Fig. 1: a small window of the routed layout
The bar under the picture is 20 um long. Region (9, 0) to (59, 50) um. Cells in gray, sequential cells in the stronger gray; small squares are vias.
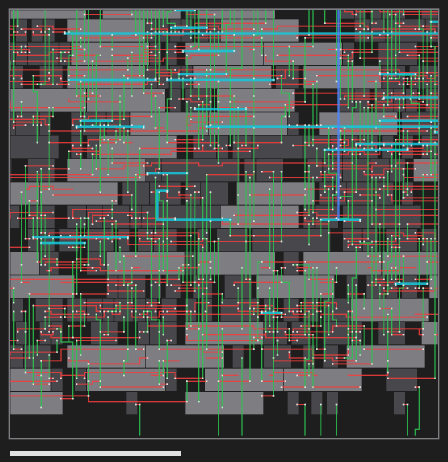
Fig. 2: cells colored by class
Fill, decap, tap and diode cells in gray.
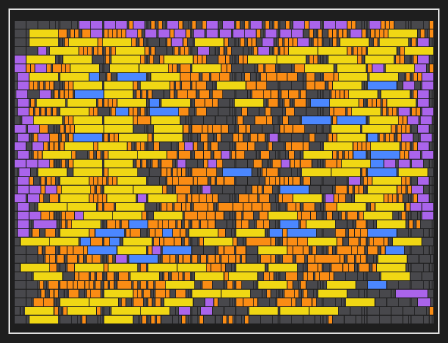
--- config.mk ---
export PLATFORM = sky130hd
export DESIGN_NAME = high_priority_status_tx
export DESIGN_NICKNAME = d
export VERILOG_FILES = /design/src/rtl/high_priority_status_tx.sv
export SDC_FILE = /design/constraint.sdc
export NUM_CORES = 1
export LEC_CHECK = 0
export CAP_MARGIN = 25
export CORE_ASPECT_RATIO = 0.75
export CORE_UTILIZATION = 57
export DETAILED_ROUTE_END_ITERATION = 12
export GPL_TIMING_DRIVEN = 1
export PLACE_DENSITY = 0.89
export SYNTH_ARGS = -nofsm -noshare
export SYNTH_HDL_FRONTEND = slang
export SYNTH_SLANG_ARGS = --single-unit
--- constraint.sdc ---
create_clock -name clock -period 5.1 [get_ports clock]
set_clock_uncertainty 0.15 [all_clocks]
set_input_delay 1.275 -clock clock [delete_from_list [all_inputs] [get_ports clock]]
set_output_delay 1.275 -clock clock [all_outputs]
set_load 0.01 [all_outputs]
--- src/rtl/high_priority_status_tx.sv ---
// high_priority_status_tx: builds and streams the 60-byte High Priority Status UDP payload.
// Define HP_STATUS_EVENT_EN to also send on status changes or new overload bits.
module high_priority_status_tx #(
    parameter logic [15:0] port    = 16'd1025,
    parameter int          PKT_LEN = 60,
    parameter int          PERIOD  = 122880
) (
    input  logic        clock,
    input  logic        reset_n,
    input  logic        run,
    input  logic        PTT,
    input  logic        Dot,
    input  logic        Dash,
    input  logic        pll_locked,
    input  logic [7:0]  ADC_overload,
    input  logic [15:0] exciter_power,
    input  logic [15:0] FWD_power,
    input  logic [15:0] REV_power,
    input  logic [15:0] supply_volts,
    input  logic [7:0]  user_inputs,
    output logic        tx_request,
    input  logic        tx_grant,
    output logic [15:0] to_port,
    output logic [15:0] udp_tx_length,
    output logic [7:0]  udp_tx_data,
    output logic        udp_tx_valid,
    output logic        udp_tx_last
);
    localparam int IW = $clog2(PKT_LEN);
    localparam int TW = $clog2(PERIOD);

    typedef enum logic [1:0] {IDLE, REQUEST, SEND} state_t;

    state_t        state, next;
    logic [TW-1:0] timer;
    logic [IW-1:0] idx;
    logic [31:0]   seq;
    logic [7:0]    ovl, ovl_s, status_s, user_s;
    logic [15:0]   exc_s, fwd_s, rev_s, volts_s;
    logic          pending, run_d, grab, wrap, trig;

    assign to_port       = port;
    assign udp_tx_length = 16'(PKT_LEN);
    assign wrap          = timer == TW'(PERIOD - 1);

`ifdef HP_STATUS_EVENT_EN
    logic [3:0] status_d;
    always_ff @(posedge clock or negedge reset_n)
        if (!reset_n) status_d <= '0;
        else          status_d <= {pll_locked, Dash, Dot, PTT};
    assign trig = run && (wrap || ({pll_locked, Dash, Dot, PTT} != status_d) || |(ADC_overload & ~ovl));
`else
    assign trig = run && wrap;
`endif

    always_ff @(posedge clock or negedge reset_n)
        if (!reset_n) state <= IDLE;
        else          state <= next;

    always_comb begin
        next         = state;
        tx_request   = 1'b0;
        udp_tx_valid = 1'b0;
        udp_tx_last  = 1'b0;
        grab         = 1'b0;
        case (state)
            IDLE:    if (run && pending) next = REQUEST;
            REQUEST: begin
                tx_request = 1'b1;
                if (tx_grant) begin
                    grab = 1'b1;
                    next = SEND;
                end else if (!run) next = IDLE;
            end
            SEND: begin
                udp_tx_valid = 1'b1;
                udp_tx_last  = idx == IW'(PKT_LEN - 1);
                if (udp_tx_last) next = IDLE;
            end
            default: next = IDLE;
        endcase
    end

    always_comb begin
        udp_tx_data = 8'h00;
        if (udp_tx_valid)
            case (int'(idx))
                0:  udp_tx_data = seq[31:24];
                1:  udp_tx_data = seq[23:16];
                2:  udp_tx_data = seq[15:8];
                3:  udp_tx_data = seq[7:0];
                4:  udp_tx_data = status_s;
                5:  udp_tx_data = ovl_s;
                6:  udp_tx_data = exc_s[15:8];
                7:  udp_tx_data = exc_s[7:0];
                14: udp_tx_data = fwd_s[15:8];
                15: udp_tx_data = fwd_s[7:0];
                22: udp_tx_data = rev_s[15:8];
                23: udp_tx_data = rev_s[7:0];
                49: udp_tx_data = volts_s[15:8];
                50: udp_tx_data = volts_s[7:0];
                59: udp_tx_data = user_s;
                default: udp_tx_data = 8'h00;
            endcase
    end

    always_ff @(posedge clock or negedge reset_n)
        if (!reset_n) begin
            timer    <= '0;
            idx      <= '0;
            seq      <= '0;
            ovl      <= '0;
            pending  <= 1'b0;
            run_d    <= 1'b0;
            ovl_s    <= '0;
            status_s <= '0;
            user_s   <= '0;
            exc_s    <= '0;
            fwd_s    <= '0;
            rev_s    <= '0;
            volts_s  <= '0;
        end else begin
            run_d   <= run;
            timer   <= (!run || wrap) ? '0 : timer + 1'b1;
            // a new trigger wins over the grant clear so one packet stays queued
            pending <= trig ? 1'b1 : (grab || !run) ? 1'b0 : pending;
            ovl     <= (grab ? 8'h00 : ovl) | ADC_overload;
            idx     <= grab ? '0 : udp_tx_valid ? idx + 1'b1 : idx;
            seq     <= (run && !run_d) ? '0 : udp_tx_last ? seq + 1'b1 : seq;
            if (grab) begin
                status_s <= {3'b000, pll_locked, 1'b0, Dash, Dot, PTT};
                ovl_s    <= ovl;
                exc_s    <= exciter_power;
                fwd_s    <= FWD_power;
                rev_s    <= REV_power;
                volts_s  <= supply_volts;
                user_s   <= user_inputs;
            end
        end
endmodule

==> impl_metrics.csv <==
group,metric,value,unit
sta,slew_headroom,27.9,%
worst_setup_path,crit-reg2reg-capture,"seq[28]",
cts,clock_path_buffers,2,
final_layout,combAreaFraction,37.2,%
power,pg_comb,0.486,mW
power,swShare,31.8,%
place,portBuffers,98,
detailed_routing,vias,6577,
worst_setup_path,endpoint,"udp_tx_data[7]",
logic_synthesis,xor_area_share,4.21,%
die,fp_util,59.8,%
power,top_power_group,"registers",
worst_setup_path,rr_startpoint,"idx[0]",
detailed_routing,wl,20.8,mm
grt,grt_antenna_before_repair,0,
worst_setup_path,end_kind,"output pin",
cts,cts_setup_buffers,0,
grt,grt_util_met1,48.4,%
final_layout,flop_area,3780,sq um
logic_synthesis,yosys.area_share.simple,26.4,%
place,hpwl,14.3,mm
logic_synthesis,largest_area_cell,"dfrtp_1",
logic_synthesis,synthAoiAreaFrac,11.0,%
grt,grt_pass1_vias,6284,
grt,grt_pass1_wl,33.7,mm
logic_synthesis,common_cells,"nand2_1 (289), dfrtp_1 (151), nor2_1 (62)",
cts,worstSkewPairLatency,430,ps
cts,cts.clk_slew.worst_paths,70,ps
die,taps,166,
logic_synthesis,syn_area_per_cell,8.78,sq um
logic_synthesis,mux_share,1.10,%
hold_path,min_path_type,"reg -> reg",
final_layout,dominant_cells,"sequential cells",
cts,htree_levels,4,
cts,cts_tree,"yes",
cts,cts_hold_buf,0,
grt,busiest_layer,"met1",
final_layout,fin_nets,1034,
worst_setup_path,crit_path_max_incr_delay,570,ps
hold_path,worstHoldStart,"ovl[6]",
logic_synthesis,synth-edff-count,0,
grt,globalRouteTotalUtil,32.8,%
sta,fin_tns_setup,0,ps
cts,clock-sinks,151,
place,gp_congestion,0.974,
run_status,status,"completed",
final_layout,inv_count,7,
die,die_h,101,um
grt,gr-total-overflow,0,
logic_synthesis,ys_async_sr_fraction,100,%
worst_setup_path,cp_max_fo,11,
logic_synthesis,post-synth-top-count-cell,"nand2_1",
logic_synthesis,ys_seq_share,50.5,%
logic_synthesis,ys_ff,151,
final_layout,mostFrequentLayoutCells,"nand2_1 (288), dfrtp_1 (151), clkdlybuf4s50_1 (97), nor2_1 (62), conb_1 (32)",
final_layout,utilization,73.0,%
logic_synthesis,logic_family,"simple AND/OR/NAND/NOR gates",
detailed_routing,met1Wirelength,9.34,mm
logic_synthesis,ys_sh_adder,1.00,%
grt,grt_use_met2,46.3,%
final_layout,layout.cells.most_common,"nand2_1",
die,core_area,12500,sq um
place,place_ws,793,ps
final_layout,finalNonFillerCells,1119,
cts,cts_resized,0,
detailed_routing,top_layer,"met4",
worst_setup_path,critPathLaunch,"idx[0]",
power,pwr-share-clk,41.2,%
worst_setup_path,ff2ff_setup_slack,2210,ps
sta,layout_setup_ws,241,ps
sta,hold_violations,0,
sta,slew_violations,0,
worst_setup_path,crit_chain,"inv_1 -> ha_1 -> buf_4 -> nor3b_1 -> a32oi_1 -> and4_1 -> a31oi_1 -> clkdlybuf4s50_1",
hold_path,hold_path_depth,2,
logic_synthesis,top_cell_area_share,50.5,%
power,p_clk,1.26,mW
sta,tightest_slew,1070,ps
power,comb_power_share,15.9,%
worst_setup_path,critical_path_class,"reg -> out",
sta,post-route-period-util,95.3,%
sta,whs,330,ps
final_layout,buffer_area_share,12.3,%
final_layout,final-clk-cell-share,6.61,%
sta,grt_setup_unrepaired,"false",
grt,grtUsageMet3,9.66,%
hold_path,min_to,"ovl_s[6]",
final_layout,layout-drive-gt1-share,6.72,%
worst_setup_path,cp-start-kind,"flip-flop",
detailed_routing,drt-initial-drc-count,586,
final_layout,comb.multi_input.count,650,
detailed_routing,wl_per_cell,18.6,um
-- Fig. 1 (at the start) --
- metal 3: cyan
- metal 2: green
- metal 4: blue
- metal 1: red
- netlist names of flops here include: timer (15), seq (6), ovl (3)
- sequential cells in the window: 36
- most frequent: nand2_1 (38), dfrtp_1 (36), nor2_1 (25)
- cells with their middle in the window: 194

-- Fig. 2 (at the start) --
- combinational and other logic: orange (cells 657; share of their area 38%)
- sequential cells: yellow (cells 151; share of their area 42%)
- remaining buffers and delay cells: purple (cells 113; share of their area 13%)
- clock drivers and dummy loads: blue (cells 32; share of their area 6.8%)
Design Area, Final: 9140 sq um
Seq/total area: 41.3%
FP Rows: 35

[worst max-delay path, delay by kind of cell (launching register included)]
| family | cells | cell delay, ps |
|---|---|---|
| buffers and inverters | 3 | 960 |
| AND/OR/NAND/NOR | 2 | 740 |
| flip-flops | 1 | 460 |
| adder cells (fa/ha/maj) | 1 | 440 |
| AND-OR/OR-AND | 2 | 400 |
[state kept, by name, indices dropped and copies added, names as in the netlist]
register  count
user_s        8
timer        17
fwd_s        16
volts_s      16
state         2
run_d         1
idx           6
status_s      4
seq          32
pending       1
exc_s        16
ovl           8
rev_s        16
ovl_s         8
[kinds of logic after synthesis]
logic type | Yosys count
XOR/XNOR | 36
adder cells (fa/ha/maj) | 6
multiplexers | 8
AND-OR/OR-AND | 118
other | 2
AND/OR/NAND/NOR | 450
buffers and inverters | 81
flip-flops | 151
Power figures rest on the tool's default switching activity, not on a simulated workload.
